==> images/layer_met2.png <==
(4 px per um) Cells faint in the background.
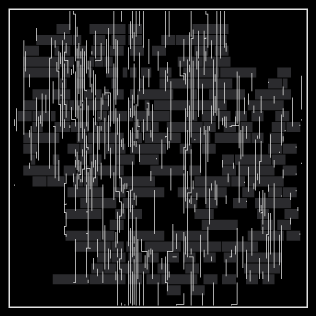
==> images/layer_met3.png <==
(4 px per um)
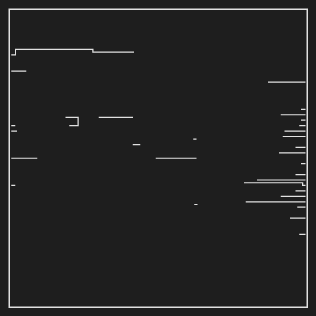
==> images/logic_types.png <==
(6 px per um)
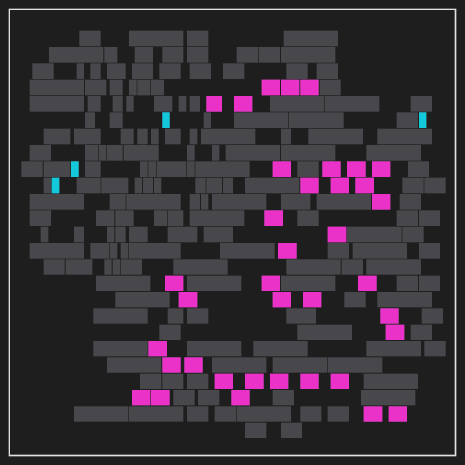
==> images/congestion.png <==
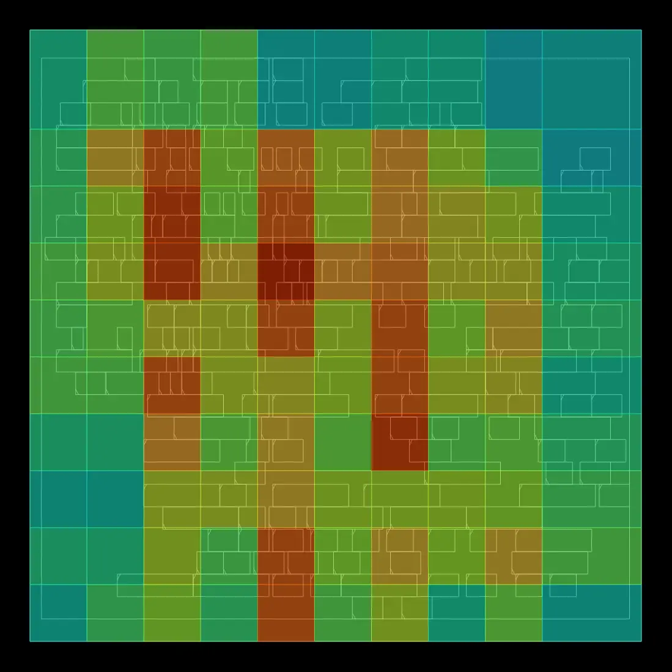
==> images/sizes.png <==
(6 px per um)
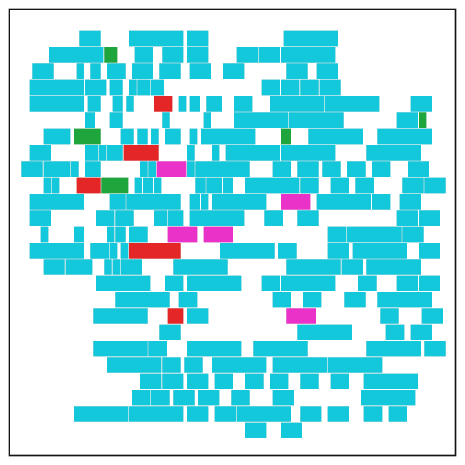
$ cat src/rtl/spi_command_receiver_if.sv
// Serial and card-side signals of the SPI SD command-frame receiver.
interface spi_command_receiver_if;
  logic        io_SPI_CS;
  logic        io_SPI_DI;
  logic        io_SPI_DO;
  logic        io_DO;
  logic        io_DI;
  logic        io_CommandReadFinished;
  logic        io_ArgumentReadFinished;
  logic        io_ReadSuccess;
  logic [5:0]  io_Command;
  logic [31:0] io_CommandArgument;
  logic [2:0]  io____state;
  logic [2:0]  io____counter;

  modport slave (
    input  io_SPI_CS, io_SPI_DI, io_DO,
    output io_SPI_DO, io_DI, io_CommandReadFinished, io_ArgumentReadFinished,
           io_ReadSuccess, io_Command, io_CommandArgument, io____state, io____counter
  );

  modport master (
    output io_SPI_CS, io_SPI_DI, io_DO,
    input  io_SPI_DO, io_DI, io_CommandReadFinished, io_ArgumentReadFinished,
           io_ReadSuccess, io_Command, io_CommandArgument, io____state, io____counter
  );
endinterface

$ cat src/rtl/spi_command_receiver.sv
// SPI-mode SD 48-bit command-frame deserialiser running on the host SPI clock.
// Optional CRC7 frame check compiled in with SPI_RX_CRC7_CHECK_EN.
module spi_command_receiver (
  input  logic                         clock,
  input  logic                         reset,
  spi_command_receiver_if.slave        bus
);

  typedef enum logic [2:0] {
    S_IDLE  = 3'd0,
    S_TXBIT = 3'd1,
    S_CMD   = 3'd2,
    S_ARG   = 3'd3,
    S_CRC   = 3'd4,
    S_END   = 3'd5
  } state_t;

  state_t      state;
  state_t      state_nxt;
  logic [5:0]  counter;
  logic [5:0]  command;
  logic [31:0] argument;
  logic [6:0]  crc_rx;
  logic        cmd_done;
  logic        arg_done;
  logic        read_ok;
  logic        crc_ok;
  logic        cs;
  logic        di;

  assign cs = bus.io_SPI_CS;
  assign di = bus.io_SPI_DI;

`ifdef SPI_RX_CRC7_CHECK_EN
  logic [6:0] crc_calc;

  function automatic logic [6:0] crc7_next(input logic [6:0] c, input logic d);
    logic fb;
    fb = c[6] ^ d;
    crc7_next = {c[5:0], 1'b0} ^ (fb ? 7'h09 : 7'h00);
  endfunction

  // Running CRC covers start bit through argument LSB; restarts on each start bit.
  always_ff @(posedge clock or posedge reset) begin
    if (reset) begin
      crc_calc <= 7'd0;
    end else if (!cs) begin
      case (state)
        S_IDLE:                 if (!di) crc_calc <= crc7_next(7'd0, di);
        S_TXBIT, S_CMD, S_ARG:  crc_calc <= crc7_next(crc_calc, di);
        default:                crc_calc <= crc_calc;
      endcase
    end
  end

  assign crc_ok = (crc_rx == crc_calc);
`else
  assign crc_ok = 1'b1;
`endif

  always_ff @(posedge clock or posedge reset) begin
    if (reset) state <= S_IDLE;
    else       state <= state_nxt;
  end

  always_comb begin
    state_nxt = S_IDLE;
    case (state)
      S_IDLE:  state_nxt = di ? S_IDLE : S_TXBIT;
      S_TXBIT: state_nxt = di ? S_CMD : S_IDLE;
      S_CMD:   state_nxt = (counter == 6'd5)  ? S_ARG : S_CMD;
      S_ARG:   state_nxt = (counter == 6'd31) ? S_CRC : S_ARG;
      S_CRC:   state_nxt = (counter == 6'd6)  ? S_END : S_CRC;
      S_END:   state_nxt = S_IDLE;
      default: state_nxt = S_IDLE;
    endcase
    if (cs) state_nxt = S_IDLE;
  end

  // Every transition into a new state leaves the counter at zero.
  always_ff @(posedge clock or posedge reset) begin
    if (reset) begin
      counter  <= 6'd0;
      command  <= 6'd0;
      argument <= 32'd0;
      crc_rx   <= 7'd0;
      cmd_done <= 1'b0;
      arg_done <= 1'b0;
      read_ok  <= 1'b0;
    end else if (cs) begin
      counter <= 6'd0;
    end else begin
      case (state)
        S_IDLE: begin
          counter <= 6'd0;
          if (!di) begin
            command  <= 6'd0;
            argument <= 32'd0;
            cmd_done <= 1'b0;
            arg_done <= 1'b0;
            read_ok  <= 1'b0;
          end
        end
        S_TXBIT: counter <= 6'd0;
        S_CMD: begin
          command <= {command[4:0], di};
          if (counter == 6'd5) begin
            cmd_done <= 1'b1;
            counter  <= 6'd0;
          end else begin
            counter <= counter + 6'd1;
          end
        end
        S_ARG: begin
          argument <= {argument[30:0], di};
          if (counter == 6'd31) begin
            arg_done <= 1'b1;
            counter  <= 6'd0;
          end else begin
            counter <= counter + 6'd1;
          end
        end
        S_CRC: begin
          crc_rx  <= {crc_rx[5:0], di};
          counter <= (counter == 6'd6) ? 6'd0 : counter + 6'd1;
        end
        S_END: begin
          read_ok <= di & crc_ok;
          counter <= 6'd0;
        end
        default: counter <= 6'd0;
      endcase
    end
  end

  always_comb begin
    bus.io_SPI_DO               = cs ? 1'b1 : bus.io_DO;
    bus.io_DI                   = di;
    bus.io_CommandReadFinished  = cmd_done;
    bus.io_ArgumentReadFinished = arg_done;
    bus.io_ReadSuccess          = read_ok;
    bus.io_Command              = command;
    bus.io_CommandArgument      = argument;
    bus.io____state             = state;
    bus.io____counter           = counter[2:0];
  end

endmodule

$ cat src/flat_wrapper.sv
// flat-port wrapper written by rule: the top's interface ports become plain ports
module spi_command_receiver_flat 
  (clock, reset, bus_io_SPI_CS, bus_io_SPI_DI, bus_io_DO, bus_io_SPI_DO, bus_io_DI, bus_io_CommandReadFinished, bus_io_ArgumentReadFinished, bus_io_ReadSuccess, bus_io_Command, bus_io_CommandArgument, bus_io____state, bus_io____counter);
  spi_command_receiver_if bus_i ();
  input  logic clock;
  input  logic reset;
  input wire logic [$bits(bus_i.io_SPI_CS)-1:0] bus_io_SPI_CS;
  input wire logic [$bits(bus_i.io_SPI_DI)-1:0] bus_io_SPI_DI;
  input wire logic [$bits(bus_i.io_DO)-1:0] bus_io_DO;
  output wire logic [$bits(bus_i.io_SPI_DO)-1:0] bus_io_SPI_DO;
  output wire logic [$bits(bus_i.io_DI)-1:0] bus_io_DI;
  output wire logic [$bits(bus_i.io_CommandReadFinished)-1:0] bus_io_CommandReadFinished;
  output wire logic [$bits(bus_i.io_ArgumentReadFinished)-1:0] bus_io_ArgumentReadFinished;
  output wire logic [$bits(bus_i.io_ReadSuccess)-1:0] bus_io_ReadSuccess;
  output wire logic [$bits(bus_i.io_Command)-1:0] bus_io_Command;
  output wire logic [$bits(bus_i.io_CommandArgument)-1:0] bus_io_CommandArgument;
  output wire logic [$bits(bus_i.io____state)-1:0] bus_io____state;
  output wire logic [$bits(bus_i.io____counter)-1:0] bus_io____counter;
  assign bus_i.io_SPI_CS = bus_io_SPI_CS;
  assign bus_i.io_SPI_DI = bus_io_SPI_DI;
  assign bus_i.io_DO = bus_io_DO;
  assign bus_io_SPI_DO = bus_i.io_SPI_DO;
  assign bus_io_DI = bus_i.io_DI;
  assign bus_io_CommandReadFinished = bus_i.io_CommandReadFinished;
  assign bus_io_ArgumentReadFinished = bus_i.io_ArgumentReadFinished;
  assign bus_io_ReadSuccess = bus_i.io_ReadSuccess;
  assign bus_io_Command = bus_i.io_Command;
  assign bus_io_CommandArgument = bus_i.io_CommandArgument;
  assign bus_io____state = bus_i.io____state;
  assign bus_io____counter = bus_i.io____counter;
  spi_command_receiver u_core (.clock(clock), .reset(reset), .bus(bus_i));
endmodule
$ cat config.mk
export PLATFORM = sky130hd
export DESIGN_NAME = spi_command_receiver_flat
export DESIGN_NICKNAME = d
export VERILOG_FILES = /design/src/rtl/spi_command_receiver_if.sv /design/src/rtl/spi_command_receiver.sv /design/src/flat_wrapper.sv
export SDC_FILE = /design/constraint.sdc
export NUM_CORES = 1
export LEC_CHECK = 0
export CORE_UTILIZATION = 40
export CTS_BUF_LIST = sky130_fd_sc_hd__clkbuf_2 sky130_fd_sc_hd__clkbuf_4 sky130_fd_sc_hd__clkbuf_8
export CTS_CLUSTER_DIAMETER = 120
export CTS_CLUSTER_SIZE = 8
export DETAILED_ROUTE_END_ITERATION = 8
export PLACE_DENSITY_LB_ADDON = 0.2
export REMOVE_ABC_BUFFERS = 1
export SETUP_SLACK_MARGIN = 0.3
export SYNTH_ARGS = -nofsm -noshare
export SYNTH_HDL_FRONTEND = slang
export SYNTH_SLANG_ARGS = --single-unit
export TNS_END_PERCENT = 30
$ cat constraint.sdc
create_clock -name clock -period 5.3 [get_ports clock]
set_clock_uncertainty 0.2 [all_clocks]
set_input_delay 1.06 -clock clock [delete_from_list [all_inputs] [get_ports clock]]
set_output_delay 1.06 -clock clock [all_outputs]
set_load 0.02 [all_outputs]
==> impl_metrics.csv <==
group,metric,value,unit
layout,antennaDiodeCount,0,
synthesis,avgSynthCellArea,12.3,sq um
global_routing,overflow,0,
run_status,status,"finished clean",
cts,ctsHoldBuffers,0,
synthesis,common_cells,"dfrtp_1, a22o_1, nor2_1",
synthesis,area_leaders,"dfrtp_1, a22o_1, nor2_1",
global_routing,top_usage_layer,"met2",
pwr,peakVddDrop,0.0000970,V
place,portBuffers,53,
layout,area_dominant_class,"registers",
cts,cts.sinks,50,
layout,clk_share,3.32,%
pwr,switching_share,24.2,%
floorplanning,dieArea,5490,sq um
synthesis,edf_count,0,
synthesis,syn_area,2080,sq um
sta,setup_viol,0,
synthesis,syn_inst,169,
sta,layout_min_cycle_time,3.86,ns
place,gp_congestion,0.917,
routing,m1WireLength,2.06,mm
floorplanning,die_height,74.1,um
worst_hold_path,whs_path_depth,1,
cts,numCtsBuffers,5,
layout,layout.nets,223,
synthesis,ys.flop_type,"dfrtp_1",
cts,clk_pin_slew_worst_paths,0.09,ns
worst_hold_path,min_from,"u_core.bus.io_Command[5]",
floorplanning,ios,54,
setup_path,path_buffers,2,
synthesis,synthMostInstantiatedCell,"dfrtp_1",
layout,buf_share,19.6,%
layout,largest_reg_flops,32,
cts,cts_tree,"yes",
synthesis,top_cell_area_share,60.1,%
floorplanning,core_area,4850,sq um
sta,rsz0062_at_grt,"no",
About layer_met2.png:
The layer holds 48% of the routed length. The wires run mostly vertical.

About layer_met3.png:
28 nets have wire on it. The layer holds 3.9% of the routed length. The layer carries 169 um of wire.
GR Util met3: 3.25%
routed via count: 1,496
Routed Wire Length: 4.37 mm

About logic_types.png:
inverters: drawn in cyan, cells 4. AND-OR and OR-AND gates: drawn in magenta, cells 37.
Comb area share: 27.4%
most numerous logic cell after layout: clkdlybuf4s50_1

About congestion.png:
total track usage: 17.1%
routed length per instance: 15.4 um
met2 Usage GRT: 27.9%

About sizes.png:
_6 and larger: drawn in magenta, cells 5. _2 cells: drawn in green, cells 5. _3 and _4 cells: drawn in red, cells 5. _0 and _1 cells: drawn in cyan, cells 201.

No activity file was given, so power comes from the tool's default toggle rates.
